===== src/rtl/pipe_pkg.sv =====
// pipe_pkg: shared scoreboard types and forwarding/readiness constants.
// Holds the tracked-stage entry layout, the register-file forwarding select
// and the default result-ready stages used by decode and the forwarding muxes.
package pipe_pkg;
    localparam int FWD_RF         = 0;
    localparam int ALU_READY_DEF  = 1;
    localparam int LOAD_READY_DEF = 2;
    // Entry fields are sized for the largest supported configuration so the
    // type can live here; narrower register/stage numbers are zero-extended.
    localparam int RD_W  = 8;
    localparam int STG_W = 8;
    typedef struct packed {
        logic             valid;
        logic [RD_W-1:0]  rd;
        logic [STG_W-1:0] ready_stage;
    } sb_entry_t;
endpackage


===== src/rtl/pipe_scoreboard_if.sv =====
// pipe_scoreboard_if: decode <-> scoreboard signal bundle.
// master (decode side): drives id_*, hold, flush; reads stall, fwd_a, fwd_b
// and, with PERF_CNT_EN, the stall_cycles/fwd_events counters.
// slave (scoreboard side): the mirror image.
interface pipe_scoreboard_if #(
    parameter int NUM_REGS = 32,
    parameter int DEPTH    = 3
);
    localparam int REG_W = $clog2(NUM_REGS);
    localparam int SEL_W = $clog2(DEPTH + 1);
    logic             id_valid;
    logic [REG_W-1:0] id_rs;
    logic [REG_W-1:0] id_rt;
    logic             id_rs_used;
    logic             id_rt_used;
    logic [REG_W-1:0] id_rd;
    logic             id_regwrite;
    logic             id_memread;
    logic             id_rpzero;
    logic             hold;
    logic             flush;
    logic             stall;
    logic [SEL_W-1:0] fwd_a;
    logic [SEL_W-1:0] fwd_b;
`ifdef PERF_CNT_EN
    logic [31:0]      stall_cycles;
    logic [31:0]      fwd_events;
    modport master (
        output id_valid, id_rs, id_rt, id_rs_used, id_rt_used, id_rd,
               id_regwrite, id_memread, id_rpzero, hold, flush,
        input  stall, fwd_a, fwd_b, stall_cycles, fwd_events
    );
    modport slave (
        input  id_valid, id_rs, id_rt, id_rs_used, id_rt_used, id_rd,
               id_regwrite, id_memread, id_rpzero, hold, flush,
        output stall, fwd_a, fwd_b, stall_cycles, fwd_events
    );
`else
    modport master (
        output id_valid, id_rs, id_rt, id_rs_used, id_rt_used, id_rd,
               id_regwrite, id_memread, id_rpzero, hold, flush,
        input  stall, fwd_a, fwd_b
    );
    modport slave (
        input  id_valid, id_rs, id_rt, id_rs_used, id_rt_used, id_rd,
               id_regwrite, id_memread, id_rpzero, hold, flush,
        output stall, fwd_a, fwd_b
    );
`endif
endinterface


===== src/rtl/pipe_sb_match.sv =====
// pipe_sb_match: youngest-match priority encoder and hazard compare for one source.
// ent_i: tracked entries (index 1 = youngest); src_i/used_i: source register
// and whether it is read; fwd_o: 0 = register file, k = stage k;
// hazard_o: the matched entry's result is not ready yet.
module pipe_sb_match
    import pipe_pkg::*;
#(
    parameter int DEPTH = 3,
    parameter int REG_W = 5,
    parameter int SEL_W = 2
) (
    input  sb_entry_t [DEPTH:1] ent_i,
    input  logic [REG_W-1:0]    src_i,
    input  logic                used_i,
    output logic [SEL_W-1:0]    fwd_o,
    output logic                hazard_o
);
    // Scan oldest to youngest so the youngest match is the last one written.
    always_comb begin
        fwd_o    = SEL_W'(FWD_RF);
        hazard_o = 1'b0;
        for (int k = DEPTH; k >= 1; k--) begin
            if (used_i && src_i != '0 && ent_i[k].valid && ent_i[k].rd == RD_W'(src_i)) begin
                fwd_o    = SEL_W'(k);
                hazard_o = ent_i[k].ready_stage > STG_W'(k);
            end
        end
    end
endmodule


===== src/rtl/pipe_scoreboard.sv =====
// pipe_scoreboard: in-flight-write scoreboard giving forwarding selects and load-use stall.
// Ports: clk, rst_async_n (async active-low), sb (pipe_scoreboard_if.slave):
// id_* decode-stage instruction, hold/flush controls, stall and fwd_a/fwd_b
// outputs. Defining PERF_CNT_EN adds saturating stall_cycles/fwd_events counters.
module pipe_scoreboard
    import pipe_pkg::*;
#(
    parameter int NUM_REGS   = 32,
    parameter int DEPTH      = 3,
    parameter int ALU_READY  = ALU_READY_DEF,
    parameter int LOAD_READY = LOAD_READY_DEF,
    parameter int RSVD_REG   = 30
) (
    input logic                clk,
    input logic                rst_async_n,
    pipe_scoreboard_if.slave   sb
);
    localparam int REG_W = $clog2(NUM_REGS);
    localparam int SEL_W = $clog2(DEPTH + 1);

    sb_entry_t [DEPTH:1] ent_q, ent_d;
    sb_entry_t           ent_new;
    logic [SEL_W-1:0]    fwd_a, fwd_b;
    logic                haz_a, haz_b, stall, track;

    pipe_sb_match #(.DEPTH(DEPTH), .REG_W(REG_W), .SEL_W(SEL_W)) u_match_a (
        .ent_i(ent_q), .src_i(sb.id_rs), .used_i(sb.id_rs_used), .fwd_o(fwd_a), .hazard_o(haz_a)
    );
    pipe_sb_match #(.DEPTH(DEPTH), .REG_W(REG_W), .SEL_W(SEL_W)) u_match_b (
        .ent_i(ent_q), .src_i(sb.id_rt), .used_i(sb.id_rt_used), .fwd_o(fwd_b), .hazard_o(haz_b)
    );

    assign stall    = sb.id_valid && (haz_a || haz_b);
    assign sb.stall = stall;
    assign sb.fwd_a = fwd_a;
    assign sb.fwd_b = fwd_b;

    // A stalled instruction re-issues next cycle, so it must not be tracked now.
    assign track = sb.id_valid && !stall && sb.id_regwrite && !sb.id_rpzero &&
                   sb.id_rd != '0 && sb.id_rd != REG_W'(RSVD_REG);

    always_comb begin
        ent_new.valid       = track;
        ent_new.rd          = track ? RD_W'(sb.id_rd) : '0;
        ent_new.ready_stage = !track ? '0 : sb.id_memread ? STG_W'(LOAD_READY) : STG_W'(ALU_READY);
    end

    always_comb begin
        ent_d = ent_q;
        if (sb.flush) begin
            ent_d = '0;
        end else if (!sb.hold) begin
            for (int k = DEPTH; k >= 2; k--) ent_d[k] = ent_q[k-1];
            ent_d[1] = ent_new;
        end
    end

    always_ff @(posedge clk or negedge rst_async_n) begin
        if (!rst_async_n) ent_q <= '0;
        else              ent_q <= ent_d;
    end

`ifdef PERF_CNT_EN
    logic [31:0] stall_cycles_q, stall_cycles_d, fwd_events_q, fwd_events_d;
    logic [32:0] fwd_sum;

    always_comb begin
        fwd_sum        = {1'b0, fwd_events_q} + 33'(fwd_a != '0) + 33'(fwd_b != '0);
        stall_cycles_d = (stall && !sb.hold && !sb.flush && stall_cycles_q != '1) ?
                         stall_cycles_q + 32'd1 : stall_cycles_q;
        fwd_events_d   = !(sb.id_valid && !stall && !sb.hold) ? fwd_events_q :
                         fwd_sum[32] ? '1 : fwd_sum[31:0];
    end

    always_ff @(posedge clk or negedge rst_async_n) begin
        if (!rst_async_n) begin
            stall_cycles_q <= '0;
            fwd_events_q   <= '0;
        end else begin
            stall_cycles_q <= stall_cycles_d;
            fwd_events_q   <= fwd_events_d;
        end
    end

    assign sb.stall_cycles = stall_cycles_q;
    assign sb.fwd_events   = fwd_events_q;
`endif
endmodule


===== src/flat_wrapper.sv =====
// flat-port wrapper written by rule: the top's interface ports become plain ports
module pipe_scoreboard_flat import pipe_pkg::*;
#(
    parameter int NUM_REGS   = 32,
    parameter int DEPTH      = 3,
    parameter int ALU_READY  = ALU_READY_DEF,
    parameter int LOAD_READY = LOAD_READY_DEF,
    parameter int RSVD_REG   = 30
)
  (clk, rst_async_n, sb_id_valid, sb_id_rs, sb_id_rt, sb_id_rs_used, sb_id_rt_used, sb_id_rd, sb_id_regwrite, sb_id_memread, sb_id_rpzero, sb_hold, sb_flush, sb_stall, sb_fwd_a, sb_fwd_b);
  pipe_scoreboard_if #(.NUM_REGS(NUM_REGS), .DEPTH(DEPTH)) sb_i ();
  input logic clk;
  input logic rst_async_n;
  input wire logic [$bits(sb_i.id_valid)-1:0] sb_id_valid;
  input wire logic [$bits(sb_i.id_rs)-1:0] sb_id_rs;
  input wire logic [$bits(sb_i.id_rt)-1:0] sb_id_rt;
  input wire logic [$bits(sb_i.id_rs_used)-1:0] sb_id_rs_used;
  input wire logic [$bits(sb_i.id_rt_used)-1:0] sb_id_rt_used;
  input wire logic [$bits(sb_i.id_rd)-1:0] sb_id_rd;
  input wire logic [$bits(sb_i.id_regwrite)-1:0] sb_id_regwrite;
  input wire logic [$bits(sb_i.id_memread)-1:0] sb_id_memread;
  input wire logic [$bits(sb_i.id_rpzero)-1:0] sb_id_rpzero;
  input wire logic [$bits(sb_i.hold)-1:0] sb_hold;
  input wire logic [$bits(sb_i.flush)-1:0] sb_flush;
  output wire logic [$bits(sb_i.stall)-1:0] sb_stall;
  output wire logic [$bits(sb_i.fwd_a)-1:0] sb_fwd_a;
  output wire logic [$bits(sb_i.fwd_b)-1:0] sb_fwd_b;
  assign sb_i.id_valid = sb_id_valid;
  assign sb_i.id_rs = sb_id_rs;
  assign sb_i.id_rt = sb_id_rt;
  assign sb_i.id_rs_used = sb_id_rs_used;
  assign sb_i.id_rt_used = sb_id_rt_used;
  assign sb_i.id_rd = sb_id_rd;
  assign sb_i.id_regwrite = sb_id_regwrite;
  assign sb_i.id_memread = sb_id_memread;
  assign sb_i.id_rpzero = sb_id_rpzero;
  assign sb_i.hold = sb_hold;
  assign sb_i.flush = sb_flush;
  assign sb_stall = sb_i.stall;
  assign sb_fwd_a = sb_i.fwd_a;
  assign sb_fwd_b = sb_i.fwd_b;
  pipe_scoreboard #(.NUM_REGS(NUM_REGS), .DEPTH(DEPTH), .ALU_READY(ALU_READY), .LOAD_READY(LOAD_READY), .RSVD_REG(RSVD_REG)) u_core (.clk(clk), .rst_async_n(rst_async_n), .sb(sb_i));
endmodule

===== config.mk =====
export PLATFORM = sky130hd
export DESIGN_NAME = pipe_scoreboard_flat
export DESIGN_NICKNAME = d
export VERILOG_FILES = /design/src/rtl/pipe_pkg.sv /design/src/rtl/pipe_scoreboard_if.sv /design/src/rtl/pipe_sb_match.sv /design/src/rtl/pipe_scoreboard.sv /design/src/flat_wrapper.sv
export SDC_FILE = /design/constraint.sdc
export NUM_CORES = 1
export LEC_CHECK = 0
export CORE_MARGIN = 2
export CORE_UTILIZATION = 52
export DETAILED_ROUTE_END_ITERATION = 10
export GPL_ROUTABILITY_DRIVEN = 0
export HOLD_SLACK_MARGIN = 0.03
export PLACE_DENSITY = 0.87
export SETUP_SLACK_MARGIN = 0.02
export SLEW_MARGIN = 20
export SYNTH_ARGS = -nofsm -noshare
export SYNTH_HDL_FRONTEND = slang
export SYNTH_HIERARCHICAL = 1
export SYNTH_SLANG_ARGS = --single-unit

===== constraint.sdc =====
create_clock -name clk -period 2.8 [get_ports clk]
set_input_delay 0.42 -clock clk [delete_from_list [all_inputs] [get_ports clk]]
set_output_delay 0.42 -clock clk [all_outputs]
set_load 0.05 [all_outputs]

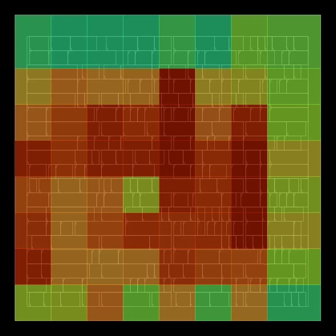
(images/congestion_map.png)
M1 GR Usage: 44.3%
met3 GRT Util: 6.15%

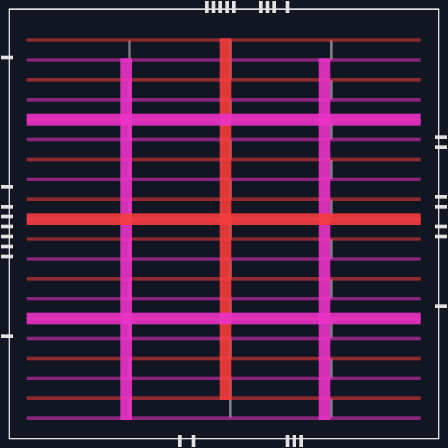
(images/floorplan.png)
Pins as bars on the die edge. Tap cells in grey.
net	colour
VSS	magenta
VDD	red
met1 rails	20
met4 straps	3
signal pins	30
rows	19
Die Width: 58.5 microns
area of the core: 2780 sq um
maximum vdd drop: 0.582 mV

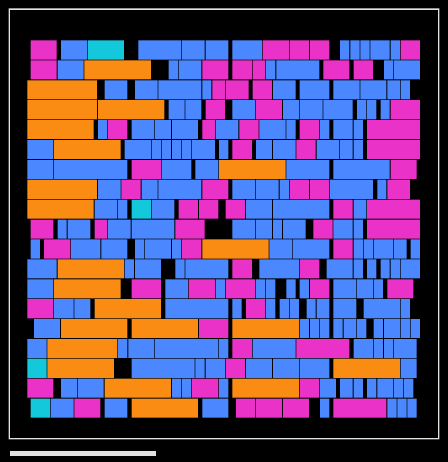
(images/class_map.png)
Bar = 20 microns.
class	colour	cells	share of their area
remaining buffers and delay cells	magenta	66	24%
clock drivers and dummy loads	cyan	4	1.4%
remaining logic cells	blue	183	53%
registers	orange	22	21%
design area: 2630 sq um
Seq/total area: 21.1%
Final Util: 94.5%
row count: 19

==> results.toml <==
# yosys + openroad results
[global_route]
grt_busiest_layer = "met2"
grt_pass1_vias = 1780
grtUsageMet2_pct = 67.1
grt_start_max_net_pins = 23
grt_use_total_pct = 38.8
grt_overflow = 0
grt_pass1_wl_microns = 9400
antenna_found_initial = 0

[route]
avgViaCountPerCell = 5.89
drc = 0
postRouteAntennaNets = 0
drt-initial-drc-count = 187
routedWlPerCell_microns = 22.3
first_pass_iters = 7

[setup_path]
path_max_fanout = 4
rrSetupSlack_ns = 0.08
end_kind = "primary output"
cp_slowest_stage_delay_ns = 0.55
worst-path-buf-inv = 2
start_kind = "flip-flop"
path_class = "flip-flop to primary output"
path_delay_family = "simple AND/OR/NAND/NOR gates"
rr_startpoint = "u_core/ent_q[16]"
worstPathCellList = "nor4b_4 -> nand2_1 -> or4b_4 -> a21oi_4 -> o31a_1 -> buf_4 -> o21a_1 -> buf_12"
slowest_stage = "or4b_4"
arrival_ns = 2.52
worstSetupStartpoint = "u_core/ent_q[33]"
required_ns = 2.38

[clocking]
cts_sinks = 22
h-tree-depth = 1
cts_tree = "yes"
clk_pin_slew_ns = 0.15
cts_buffers = 3
cts_max_path_buffers = 2
cts-root-buf = "clkbuf_4"

[pwr]
internal-power_w = 0.000482
p_per_area_nw_per_um2 = 265
p_total_w = 0.000695
seqPwrFrac_pct = 46.7
combPwrFrac_pct = 25.7
p_sw_share_pct = 30.7
p_sw_w = 0.000213
leakage_nw = 1.22

[timing]
min_period_ns = 2.94
finalCritPeriodShare_pct = 105
final-max-slew-violation-count = 0
hold_violations = 0
tightest_slew_ns = 0.730
hold_ws_ns = 0.408
finalWorstSetupSlack_ns = -0.136
grt_setup_unrepaired = "true"
slew_headroom_pct = 51.2
setup_viol = 1
tns_ns = -0.136
fmax_ghz = 0.341

[placement]
port-buffer-count = 29
post-place-ws_ns = -0.612
place_hpwl_microns = 3570
placed_area_sq_um = 2280

[layout]
nets = 301
mostFrequentLayoutCells = "54 x conb_1, 30 x buf_4, 18 x dfrtp_1, 16 x nor2_1"
largestRegisters = "u_core/ent_q: 22 flops"
regMostFlops = "u_core/ent_q"
comb_area_sq_um = 1360
diodes = 0
final_common_cell = "conb_1"
syn2layout_area_growth_pct = 70.0
largest_reg_flops = 22
drive_gt1_share_pct = 30.9
fillers = 89
seq_area_sq_um = 556

[floorplan]
chipArea_sq_um = 3420
io_pins = 30
fp_util_pct = 55.6

[run]
warnings = 27
drv_cap = 0

[hold_path]
hp-class = "primary input to async pin"

[synthesis]
avgSynthCellArea_sq_um = 9.84
syn_inst = 157
synth_warnings = 6
netlist_area_sq_um = 1550

[run_status]
violations = "negative setup slack"
status = "complete, but fails checks"
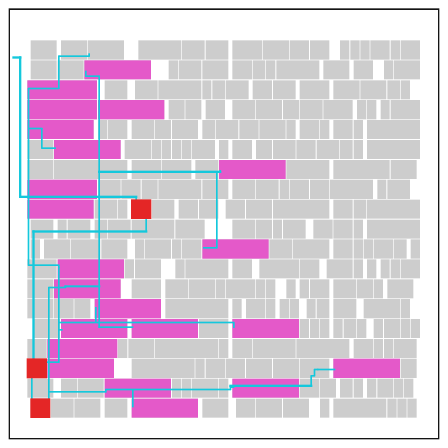
(images/clock_wires.png)
[flip-flops] magenta | count: 22
[clock wires] cyan | length: 310 microns
[clock-net drivers] red | count: 3
routed clock nets	4
Latency at later pin: 0.34 ns
Setup Skew: 0.0204 ns
part of the power in the clock network: 27.6%

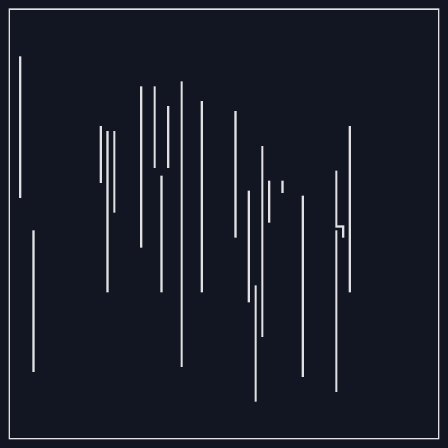
(images/m4.png)
share of all routed wire	5.3%
wire length on this layer	358 microns
total wire length: 6820 microns
DR vias: 1803

[power groups by stage]
stage / clock network, W / logic, W / registers (W)
6_report: 0.000192 / 0.000179 / 0.000325
5_1_grt: 0.000203 / 0.000186 / 0.000325
4_1_cts: 0.000178 / 0.000145 / 0.000324
3_5_place_dp: 0 / 0.000137 / 0.000330
3_3_place_gp: 0 / 0.000133 / 0.000330
2_1_floorplan: 0 / 0.0000585 / 0.000329
[metrics by stage]
stage,cells,utilization (%)
2_1_floorplan,210,-
3_3_place_gp,290,82.1
3_5_place_dp,290,82.1
4_1_cts,296,87.6
5_1_grt,306,94.5
6_report,306,94.5
[worst paths after layout]
kind | to | cells after the start
worst max-delay path | sb_stall | 8
worst min register to register | u_core/ent_q[0] | 1
worst max register to register | u_core/ent_q[9] | 10
max in group asynchronous | u_core/ent_q[27] | 2
min in group clk | u_core/ent_q[0] | 1
worst min-delay path | u_core/ent_q[9] | 2
[final cells by class]
type	count	share of cell area, %
Sequential cell	22	21.1
Clock buffer	4	1.38
Multi-Input combinational cell	180	51.6
Timing Repair Buffer	66	24.0
Tap cell	31	1.48
Inverter	3	0.429
[worst reg2reg max path: cells and delay by family, from the launching register on]
family	cells	cell delay (ns)
buffers and inverters	2	0.26
flip-flops	1	0.41
AND-OR/OR-AND	2	0.34
AND/OR/NAND/NOR	6	1.65
[metal layers]
metal / part of all wire [%] / wire (microns) / vias up
met1: 36 / 2490 / 841
met4: 5.2 / 357 / 0
met3: 8.7 / 592 / 43
met5: 0 / 0 / -
met2: 50 / 3380 / 145
li1: - / - / 774
[what timing repair did]
action                                  in CTS  in global routing
gates resized                               35                 30
gates cloned                                 0                  0
hold buffers                                 0                  0
pin swaps                                   11                 15
endpoints found under the setup margin      13                 13
buffers inserted                             2                 10
No activity file was given, so power comes from the tool's default toggle rates.
